==> config.mk <==
export PLATFORM = sky130hd
export DESIGN_NAME = pong_game_ctrl
export DESIGN_NICKNAME = d
export VERILOG_FILES = /design/src/rtl/pong_pkg.sv /design/src/rtl/pong_frame_timer.sv /design/src/rtl/pong_game_ctrl.sv
export SDC_FILE = /design/constraint.sdc
export NUM_CORES = 1
export LEC_CHECK = 0
export ABC_CLOCK_PERIOD_IN_PS = 1680
export CORE_UTILIZATION = 40
export CTS_CLUSTER_SIZE = 8
export DETAILED_ROUTE_END_ITERATION = 16
export HOLD_SLACK_MARGIN = 0.03
export PLACE_DENSITY = 0.64
export SLEW_MARGIN = 20
export SYNTH_ARGS = -nofsm -noshare
export SYNTH_HDL_FRONTEND = slang
export SYNTH_SLANG_ARGS = --single-unit
==> constraint.sdc <==
create_clock -name clk -period 1.68 [get_ports clk]
set_clock_uncertainty 0.15 [all_clocks]
set_input_delay 0.336 -clock clk [delete_from_list [all_inputs] [get_ports clk]]
set_output_delay 0.336 -clock clk [all_outputs]
set_load 0.01 [all_outputs]
==> run_1/clock_map.png <==
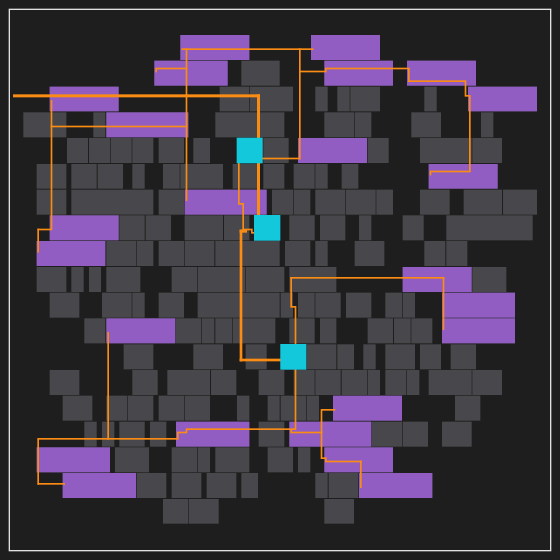
Purple stands for flip-flops, count 24. Orange stands for clock wires, length 289 um. Cyan stands for cells driving clock nets, count 3.
Position of the flops: spread over the die. There are 4 routed clock nets.
Clk pwr share: 29.5%
Worst-Skew Late Latency: 310 ps
clk pwr: 0.000302 W

==> run_1/port_nets.png <==
The bar under the picture is 20 um long.
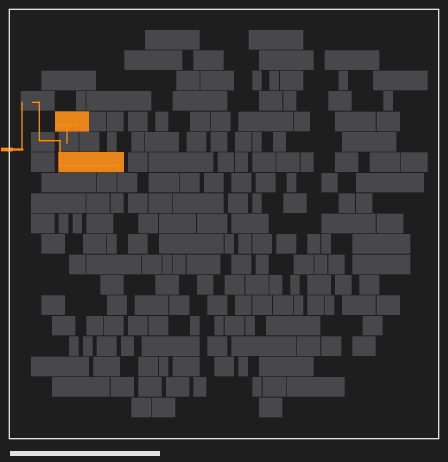
Orange stands for start_btn, direction input, edge left, end cells 3, buffers 2, wire 33.3 um.
Port Buffers: 21
I/O pins: 23

==> run_1/registers.png <==
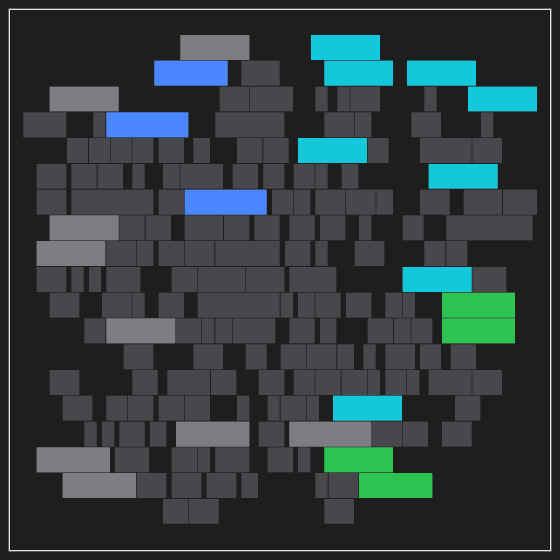
Cyan stands for u_timer.cnt_q, sequential cells 8. Green stands for sc1, sequential cells 4. Blue stands for state, sequential cells 3.
final core occ: 61.3%
Sequential Area: 500 um^2
total sequential power: 0.000579 W

==> run_1/met1.png <==
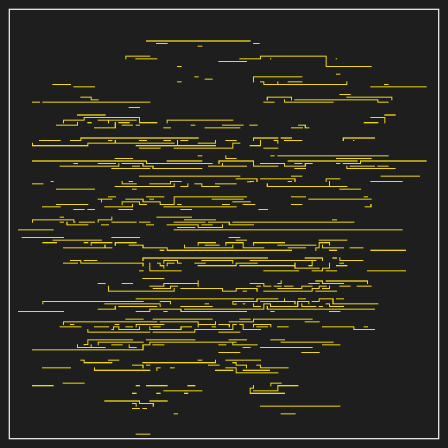
The layer carries 1410 um of wire. The layer holds 49% of the routed length. The longest straight run is 30.4 um. The wires run mostly horizontal. 177 nets have wire on it.
DR vias: 1116
GR Util met1: 28.4%
final wirelength: 2880 um

==> run summary, run 1 <==
Status = finished with violations
Violated checks = DRC, setup timing
CTS hold repair buffers = 0
Reg2reg path depth = 5
Yosys adder share = 4.14%
Cell count after placement = 196
Peak supply drop = 0.000318 V
Buffering overhead = 24.4%
Combinational gates = 97
Final setup fails = 5
Cell Area, Synth = 1210 um^2
Simple-Gate Area Share = 34.1%
Number of stages on the worst setup path = 5
First-pass GRT wire length = 4980 um
Worst path required time = 1800 ps
Setup slack after layout = -42.2 ps
Layout cells sized above 1 = 32.8%
Rows = 19
Unrepaired setup endpoints after global routing = true
NumNets Final = 189
Worst-Margin Slew = 458 ps
Sw Ratio = 23.7%
DP Worst Slack = -445 ps
Seq/total area = 29.1%
Yosys warns = 0
DR vias/cell = 5.37
Post-Layout Cell Count = 208
Post-Syn Nets = 142
Clk buf depth = 2
Cell family with most CP delay = simple AND/OR/NAND/NOR gates
Initial antenna violation count = 0
Endpoints failing hold = 0
Tmin final = 1720 ps
Reg2reg setup slack = -40 ps
Worst setup EP type = flip-flop
XOR Share, Synth = 6.51%
Synth Seq Share = 39.7%
DRC Markers = 4
NetSw = 0.000242 W
CTS resizes = 31
Clock transition at path regs = 130 ps
FP Util = 43.1%
Yosys reg bits = 24
Cts bufs inserted = 3
GRT Overall Usage = 19.4%
Top post-synthesis cells by count = 24 x dfxtp_1, 16 x nor2_1, 7 x nand2_1, 7 x nand3_1, 6 x xor2_1
Biggest Area Class = combinational gates
Crit start category = flip-flop
M1 WL = 1410 um
Fillers = 260
Final Total Pwr = 0.00102 W
Invs w/o clock = 3
# H-tree levels = 1
Slowest cell on crit path = or4_1
Synth Instances = 131
Detailed-placement wirelength estimate = 2100 um
Pwr dens = 593 nW/um^2
Main logic family = simple AND/OR/NAND/NOR gates
# Taps = 31
Maxcap violations = 0
Yosys chip area = 1210 um^2
Setup Fix Bufs, Post-CTS = 6
Logic share of the area = 41.5%
Die W = 57.0 um
Cells in synth_stat.txt = 131
Slowest stage delay, CP = 470 ps
Fin area = 1720 um^2
Max-Slew Margin vs Limit = 69.3%
Critical path peak fanout = 6
Metal2 WL = 1320 um
Largest net degree at the start of global routing = 15
Crit-path cells = buf_12 -> nor4b_4 -> nor2_2 -> or4_1 -> nand2_1
Post-synth ARST share = 0%
==> run_1/final_congestion.png <==
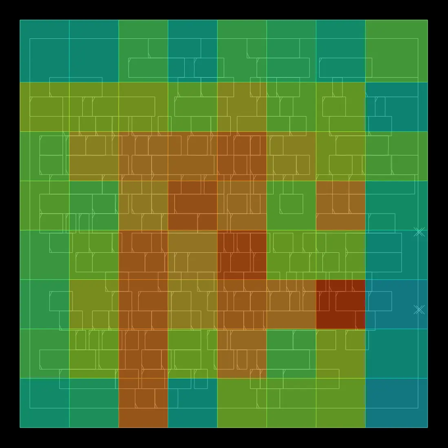

--- run 2 (diff from run 1) ---
--- a/config.mk
+++ b/config.mk
@@ -6,11 +6,12 @@
 export NUM_CORES = 1
 export LEC_CHECK = 0
 export ABC_CLOCK_PERIOD_IN_PS = 1680
-export CORE_UTILIZATION = 40
+export CORE_MARGIN = 2
+export CORE_UTILIZATION = 45
 export CTS_CLUSTER_SIZE = 8
 export DETAILED_ROUTE_END_ITERATION = 16
 export HOLD_SLACK_MARGIN = 0.03
-export PLACE_DENSITY = 0.64
+export PLACE_DENSITY = 0.7
 export SLEW_MARGIN = 20
 export SYNTH_ARGS = -nofsm -noshare
 export SYNTH_HDL_FRONTEND = slang
==> run_2/final_congestion.png <==
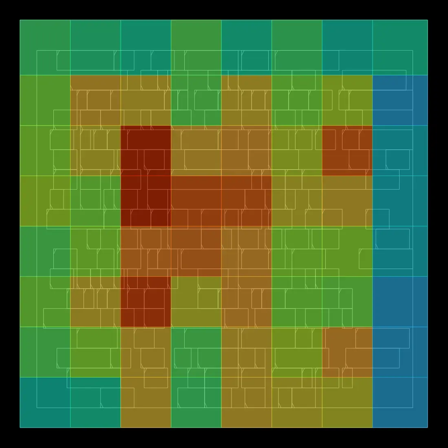
met2 Track Usage GR: 31.6%
final core occ: 69.2%

==> run 2 against run 1 <==
The run now ends clean; die area down 4.0%; global-route usage rose by 0.34 points; sequential share of layout area fell by 0.58 points; register-to-register slack better by 50 ps; via count rose by 0.18%.
==> run summary, run 2 <==
Post-Layout Cell Count = 209
DR vias = 1118
Post-synth ARST share = 0%
FP Util = 48.0%
Tmin final = 1670 ps
Worst path required time = 1780 ps
Largest net degree at the start of global routing = 15
Sw Ratio = 24.2%
Setup slack after layout = 5.89 ps
Post-Syn Nets = 142
Cell Area, Synth = 1210 um^2
Cts bufs inserted = 3
Clk pwr share = 29.8%
Worst setup EP type = flip-flop
Die W = 55.9 um
Initial antenna violation count = 0
M1 WL = 1420 um
GR Util met1 = 26.3%
Biggest Area Class = combinational gates
Status = complete, no violations
Logic share of the area = 42.3%
Maxcap violations = 0
Reg2reg setup slack = 6 ps
Fin area = 1750 um^2
Final wirelength = 2930 um
Buffering overhead = 24.4%
GRT Overall Usage = 19.8%
Worst-Margin Slew = 433 ps
Detailed-placement wirelength estimate = 2140 um
Critical path peak fanout = 6
Yosys warns = 0
Endpoints failing hold = 0
First-pass GRT wire length = 4920 um
I/O pins = 23
Max-Slew Margin vs Limit = 71.0%
CTS resizes = 27
NetSw = 0.000250 W
Synth Seq Share = 39.7%
Sequential Area = 498 um^2
Port Buffers = 21
Layout cells sized above 1 = 34.6%
Synth Instances = 131
DP Worst Slack = -396 ps
Simple-Gate Area Share = 34.1%
Slowest stage delay, CP = 460 ps
Clk buf depth = 2
DRC Markers = 0
Rows = 18
Number of stages on the worst setup path = 5
Crit-path cells = nor4b_4 -> buf_4 -> o211ai_1 -> xor2_1 -> nor2_1
CTS hold repair buffers = 0
No activity file was given, so power comes from the tool's default toggle rates.
